`src/rtl/dmr_retry_buffer_pkg.sv`:
```
// Shared helpers for the DMR retry buffer.
package dmr_retry_buffer_pkg;

  // Advance a circular index, wrapping from depth-1 back to zero.
  function automatic int unsigned wrap_inc(input int unsigned value, input int unsigned depth);
    return (value == depth - 1) ? 0 : value + 1;
  endfunction

endpackage

```
`src/rtl/dmr_retry_buffer_popcount.sv`:
```
// Population count of a bit vector.
module dmr_retry_buffer_popcount #(
  parameter int unsigned Width      = 4,
  parameter int unsigned CountWidth = 3
) (
  input  logic [Width-1:0]      bits,
  output logic [CountWidth-1:0] count
);

  // Sum the set bits.
  always_comb begin
    count = '0;
    for (int unsigned i = 0; i < Width; i++) begin
      count = count + CountWidth'(bits[i]);
    end
  end

endmodule

```
`src/rtl/dmr_retry_buffer.sv`:
```
// Retry buffer in front of a time-DMR pipeline: every accepted item is stored under
// an ID until the DMR output side either frees it or requests a replay.
module dmr_retry_buffer
  import dmr_retry_buffer_pkg::*;
#(
  parameter type         DataType = logic,
  parameter int unsigned IDSize   = 4
) (
  input  logic              clk_i,
  input  logic              rst_ni,
  input  logic              enable_i,
  input  DataType           data_i,
  input  logic              valid_i,
  output logic              ready_o,
  output DataType           data_o,
  output logic [IDSize-1:0] id_o,
  output logic              valid_o,
  input  logic              ready_i,
  input  logic [IDSize-1:0] retry_id_i,
  input  logic              retry_needed_i,
  input  logic              retry_valid_i,
  output logic              retry_ready_o,
  output logic [IDSize:0]   outstanding_o,
  output logic              retry_error_o
);

  localparam int unsigned Depth = 2 ** IDSize;

  DataType           mem_q [Depth];
  logic [Depth-1:0]  busy_q, busy_d;
  logic [IDSize-1:0] wr_ptr_q;
  logic              replay_valid_q;
  logic [IDSize-1:0] replay_id_q;

  logic full, alloc, retry_hs, retry_busy, free_entry, start_replay, replay_done, bad_retry;

  assign full         = busy_q[wr_ptr_q];
  assign retry_busy   = busy_q[retry_id_i];
  assign alloc        = enable_i & ~replay_valid_q & valid_i & ready_i & ~full;
  assign retry_hs     = enable_i & retry_valid_i & ~replay_valid_q;
  assign free_entry   = retry_hs & ~retry_needed_i & retry_busy;
  assign start_replay = retry_hs & retry_needed_i & retry_busy;
  assign bad_retry    = retry_hs & ~retry_busy;
  assign replay_done  = enable_i & replay_valid_q & ready_i;

  // Output muxing: bypass, replay from storage, or zero-latency pass-through.
  always_comb begin
    data_o        = data_i;
    id_o          = '0;
    valid_o       = valid_i;
    ready_o       = ready_i;
    retry_ready_o = 1'b1;
    if (enable_i) begin
      retry_ready_o = ~replay_valid_q;
      if (replay_valid_q) begin
        data_o  = mem_q[replay_id_q];
        id_o    = replay_id_q;
        valid_o = 1'b1;
        ready_o = 1'b0;
      end else begin
        id_o    = wr_ptr_q;
        valid_o = valid_i & ~full;
        ready_o = ready_i & ~full;
      end
    end
  end

  // Next busy map; a freed ID is never the allocation target in the same cycle since it is still busy.
  always_comb begin
    busy_d = busy_q;
    if (alloc)      busy_d[wr_ptr_q]   = 1'b1;
    if (free_entry) busy_d[retry_id_i] = 1'b0;
  end

  // Payload storage, written on allocation only (not reset).
  always_ff @(posedge clk_i) begin
    if (alloc) mem_q[wr_ptr_q] <= data_i;
  end

  // Bookkeeping state: busy map, write pointer, replay register, error pulse.
  always_ff @(posedge clk_i or negedge rst_ni) begin
    if (!rst_ni) begin
      busy_q         <= '0;
      wr_ptr_q       <= '0;
      replay_valid_q <= 1'b0;
      replay_id_q    <= '0;
      retry_error_o  <= 1'b0;
    end else begin
      busy_q        <= busy_d;
      retry_error_o <= bad_retry;
      if (alloc) wr_ptr_q <= IDSize'(wrap_inc(32'(wr_ptr_q), Depth));
      if (start_replay) begin
        replay_valid_q <= 1'b1;
        replay_id_q    <= retry_id_i;
      end else if (replay_done) begin
        replay_valid_q <= 1'b0;
      end
    end
  end

  dmr_retry_buffer_popcount #(
    .Width      (Depth),
    .CountWidth (IDSize + 1)
  ) u_popcount (
    .bits  (busy_q),
    .count (outstanding_o)
  );

endmodule

```
`config.mk`:
```
export PLATFORM = sky130hd
export DESIGN_NAME = dmr_retry_buffer
export DESIGN_NICKNAME = d
export VERILOG_FILES = /design/src/rtl/dmr_retry_buffer_pkg.sv /design/src/rtl/dmr_retry_buffer_popcount.sv /design/src/rtl/dmr_retry_buffer.sv
export SDC_FILE = /design/constraint.sdc
export NUM_CORES = 1
export LEC_CHECK = 0
export CAP_MARGIN = 20
export CORE_MARGIN = 4
export CORE_UTILIZATION = 55
export DETAILED_ROUTE_END_ITERATION = 8
export GPL_TIMING_DRIVEN = 1
export PLACE_DENSITY = 0.87
export RECOVER_POWER = 25
export SYNTH_ARGS = -nofsm -noshare
export SYNTH_HDL_FRONTEND = slang
export SYNTH_HIERARCHICAL = 1
export SYNTH_SLANG_ARGS = --single-unit
```
`constraint.sdc`:
```
create_clock -name clk_i -period 9.24 [get_ports clk_i]
set_clock_uncertainty 0.15 [all_clocks]
set_input_delay 2.772 -clock clk_i [delete_from_list [all_inputs] [get_ports clk_i]]
set_output_delay 2.772 -clock clk_i [all_outputs]
set_load 0.03 [all_outputs]
```
Run 1, port wiring:
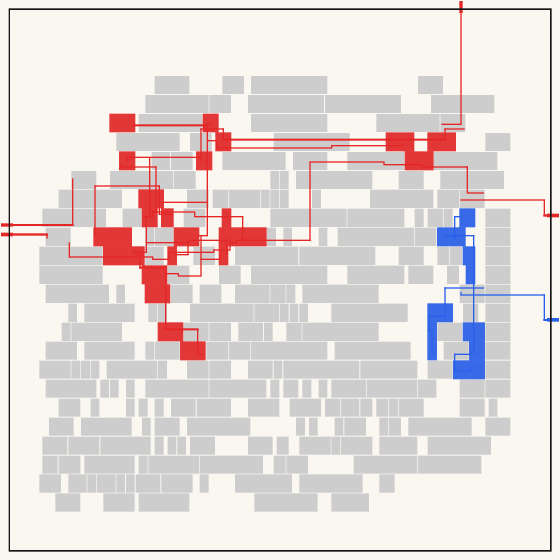
retry_id_i: shown in red, direction input, edge 2 left, 1 top, 1 right, end cells 24, wire 384 um. enable_i: shown in blue, direction input, edge right, end cells 12, wire 67.6 um.
Port Buffers: 25
Ports: 26

Run 1, cell outlines without signal wires:
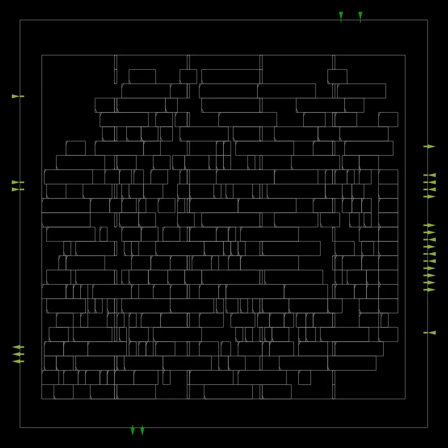
std cell rows: 24
Flop Count: 42
Taps Inserted: 52
Final Util: 67.0%
Finished Layout Cells: 307

Run 1, wire density map:
The die is cut into 15 by 15 equal tiles; black is low, pale yellow is high, scaled to the fullest tile. Values are wire area over tile area, all layers added.
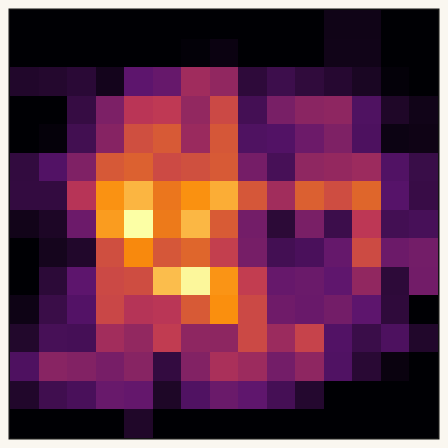
The densest ninth of the die: center. 19% of the tiles are over half the peak. The fullest tile reaches 0.59. 24% of the tiles are nearly empty.
total track usage: 20.3%
WL/cell: 18.4 um
DR vias: 1842
DRT Wirelength: 5650 um

==> impl_metrics.ini, run 1 <==
; synthesis and place-and-route metrics
[status]
status = complete, no violations

[clock_network]
worstSkewPairLatency_ns = 0.30
clockBufferDepth = 2
cts_hold_buf = 0
h-tree-depth = 2
cts.repair.resized = 0
post-cts-setup-buffer-count = 0
cts_tree = built
clock_sinks = 42

[worst_setup_path]
cp-startpoint = enable_i
cp_max_fo = 12
reg2reg_to = wr_ptr_q[0]$_DFFE_PN0N_
required_ns = 6.32
rrSetupSlack_ns = 6.59
critical_path.endpoint_type = output pin
crit_family = buffers and inverters
r2r_cells = 5
cp_num_cells = 6

[power_and_ir_drop]
power-top-group = combinational cells
powerDensity_nw_per_um2 = 365
p_seq_share_pct = 27.0
p_switching_mw = 0.502
ir_worst_vdd_v = 0.000849
comb-power_mw = 0.682
power_clock_mw = 0.122
p_leak_nw = 1.25
p_total_mw = 1.10
p_clk_share_pct = 11.1
pwr-share-comb_pct = 61.9
swShare_pct = 45.5

[synth]
muxShareOfSynthArea_pct = 16.2
yosys_warnings = 6
ff_type = dfrtp_1
syn-mean-instance-area_um2 = 11.6
area_leaders = dfrtp_1, edfxtp_1, mux2i_1
ys_seq_share_pct = 42.7
ys_types = 42
largest_area_cell = dfrtp_1
yosys.area.top_type_share_pct = 24.6
top_cell = inv_1
fp_nets = 259
netlist_top_cells_count = inv_1, dfrtp_1, mux2i_1
netlist_area_um2 = 2650
synthSimpleGateAreaFrac_pct = 12.4

[global_routing]
use_met3_pct = 4.51
grt_pass1_vias = 1894
globalRouteMet2Util_pct = 33.5
antenna_found_initial = 0
grt_max_degree = 27

[cells_and_area]
nFillCells = 363
final_area_um2 = 3020
areaGrowthSynthToFinish_pct = 13.9
flop_area_um2 = 1130
buffers = 26
sh_seq_area_pct = 37.5
nets = 285
final_layout_size_suffix_gt1_share_pct = 9.41
final-clk-cell-share_pct = 3.07
reg_top3 = busy_q (16), mem_q (16)
logic_gate_count = 149
most-common-layout-cells = inv_1, dfrtp_1, clkdlybuf4s50_1
n_clock_buffer = 5

[final_timing]
worst_slew_pin_slew_ns = 1.44
setup_slack_ns = 1.62
finalCritPeriodShare_pct = 82.5
finalHoldViolCount = 0
rsz0062_at_grt = no
max_slew_margin_pct = 3.92
setup_viol_count_final = 0
holdWs_ns = 0.429

[place]
post-dp-hpwl_um = 4400
place_ws_ns = 1.63
dpl.cell_count = 299
gp_congestion = 0.893

[floorplanning]
chipArea_um2 = 5990
dieHeight_um = 77.4
initCoreUtil_pct = 58.8

[min_path]
holdCritStartpoint = replay_id_q[2]$_DFFE_PN0P_
holdPathEnd = replay_id_q[2]$_DFFE_PN0P_
hold_path.class = reg2reg
min_path_cells = 1

[run]
warning_count = 29

[route]
drt-met1-wl_um = 2360
first_iter_violations = 134
dr.pass1.iters = 4
topRoutingLayerUsed = met4
Run 1, register map, names as in the netlist:
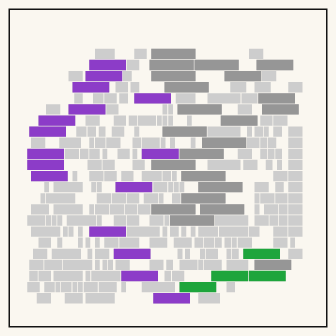

==> inputs of run 2 (changes only) <==
- CORE_UTILIZATION: 55 -> 52
- clock period: 9.24 -> 6.8 ns (I/O delays scaled with it)
Run 2, register map, names as in the netlist:
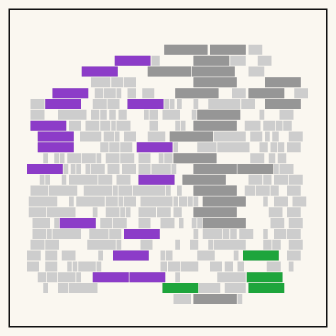
busy_q: shown in purple, sequential cells 16. wr_ptr_q: shown in green, sequential cells 4, where lower right.
Final Util: 62.9%
Seq group: 0.402 mW

Run 2, port wiring:
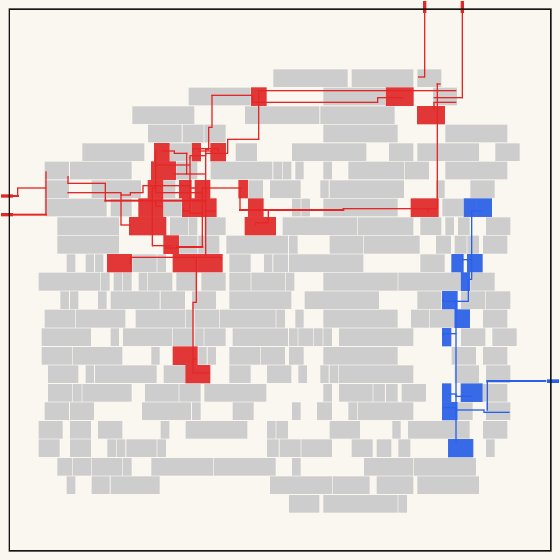
enable_i: shown in blue, direction input, edge right, end cells 12, wire 70.4 um. retry_id_i: shown in red, direction input, edge 2 top, 2 left, end cells 24, wire 376 um.

==> impl_metrics.ini, run 2 <==
; synthesis and place-and-route metrics
[clock_network]
post-cts-setup-buffer-count = 0
clockBufferDepth = 2
cts_tree = built
worstSkewPairLatency_ns = 0.30
cts.repair.resized = 0

[final_timing]
finalCritPeriodShare_pct = 95.9
setup_viol_count_final = 0
rsz0062_at_grt = no
finalMaxSlewViolations = 27

[status]
status = finished with violations
violations = capacitance limit, slew limit

[cells_and_area]
nFillCells = 401
sh_seq_area_pct = 37.3
logic_gate_count = 149
final_area_um2 = 3030
buffers = 26
n_clock_buffer = 6
areaGrowthSynthToFinish_pct = 14.4
reg_top3 = busy_q (16), mem_q (16)

[worst_setup_path]
r2r_cells = 5
required_ns = 4.61
cp_max_fo = 4

[global_routing]
grt_max_degree = 27
grt_usage_pct = 21.0
antenna_found_initial = 0
use_met3_pct = 4.63

[synth]
fp_nets = 259
top_cell = inv_1
ff_type = dfrtp_1
area_leaders = dfrtp_1, edfxtp_1, mux2i_1
yosys_warnings = 6
largest_area_cell = dfrtp_1
ys_types = 42

[floorplanning]
dieHeight_um = 79.4
ioPinCount = 26

[route]
dr.pass1.iters = 4
drt-total-wl_um = 5930

[power_and_ir_drop]
p_leak_nw = 1.25
p_switching_mw = 0.690
power_clock_mw = 0.163
p_seq_share_pct = 26.7

[run]
maxCapViolCount = 1
Run 2, met3 routing:
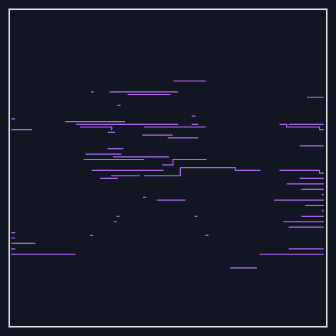

==> inputs of run 3 (changes only) <==
- MAX_ROUTING_LAYER: default -> met4
Run 3, met3 routing:
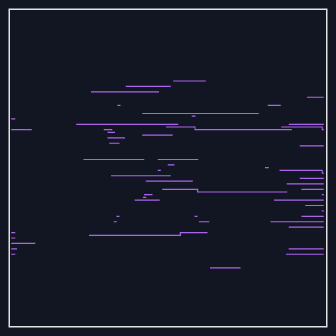
The wires run mostly horizontal. The longest straight run is 29.0 um. The layer carries 414 um of wire. The layer holds 7.0% of the routed length. 44 nets have wire on it.
DRT Wirelength: 5910 um
DR vias: 1864

Run 3, wire density map:
The die is cut into 16 by 16 equal tiles; black is low, pale yellow is high, scaled to the fullest tile. Values are wire area over tile area, all layers added.
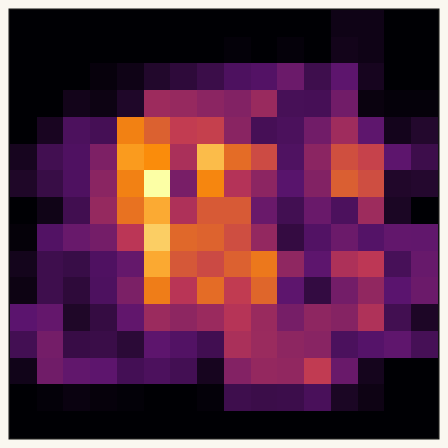
The mean over all tiles is 0.15. 27% of the tiles are nearly empty. The densest ninth of the die: center.

==> impl_metrics.ini, run 3 <==
; synthesis and place-and-route metrics
[clock_network]
worstSkewPairLatency_ns = 0.30
clock_sinks = 42
h-tree-depth = 2
cts_tree = built
post-cts-setup-buffer-count = 0

[worst_setup_path]
crit_family = adder cells
required_ns = 4.61
cp_max_fo = 4
r2r_cells = 5
reg2reg_to = wr_ptr_q[1]$_DFFE_PN0N_
rrSetupSlack_ns = 4.14
cp_num_cells = 12
cp-startpoint = busy_q[1]$_DFF_PN0_

[power_and_ir_drop]
p_switching_mw = 0.693
ir_worst_vdd_v = 0.00140
pg_seq_mw = 0.402
swShare_pct = 45.8
power_clock_mw = 0.163
power-top-group = combinational cells
p_leak_nw = 1.25
p_seq_share_pct = 26.6
comb-power_mw = 0.947
powerDensity_nw_per_um2 = 499

[place]
post-dp-hpwl_um = 4650
io_buffers = 25
gp_congestion = 0.881

[synth]
ys_seq_share_pct = 42.7
synthSimpleGateAreaFrac_pct = 12.4
netlist_top_cells_count = inv_1, dfrtp_1, mux2i_1
yosys_warnings = 6
ys_types = 42
fp_nets = 259
top_cell = inv_1
largest_area_cell = dfrtp_1
muxShareOfSynthArea_pct = 16.2
yosys.area.top_type_share_pct = 24.6
ff_type = dfrtp_1
syn-mean-instance-area_um2 = 11.6

[global_routing]
grt_usage_pct = 21.6
grt_max_degree = 27
use_met3_pct = 4.40
grt_pass1_vias = 1961
antenna_found_initial = 0

[final_timing]
finalMaxSlewViolations = 27
holdWs_ns = 0.423
max_slew_margin_pct = -1.69
setup_slack_ns = 0.275
rsz0062_at_grt = no
finalCritPeriodShare_pct = 96.0

[floorplanning]
initCoreUtil_pct = 55.0
tap_cells = 67
rows = 25
dieHeight_um = 79.4
chipArea_um2 = 6300
ioPinCount = 26

[run]
maxCapViolCount = 1
warning_count = 29

[cells_and_area]
final_layout_size_suffix_gt1_share_pct = 9.02
buffers = 26
final_area_um2 = 3030
most-common-layout-cells = inv_1, dfrtp_1, clkdlybuf4s50_1
utilization_pct = 62.9
stdcell_count = 322
logic_gate_count = 149
final-clk-cell-share_pct = 2.85

[min_path]
holdPathEnd = replay_id_q[2]$_DFFE_PN0P_
holdCritStartpoint = replay_id_q[2]$_DFFE_PN0P_
min_path_cells = 1

[status]
status = finished with violations
violations = capacitance limit, slew limit

[route]
first_iter_violations = 195
Power is estimated from default activity; no workload was simulated.
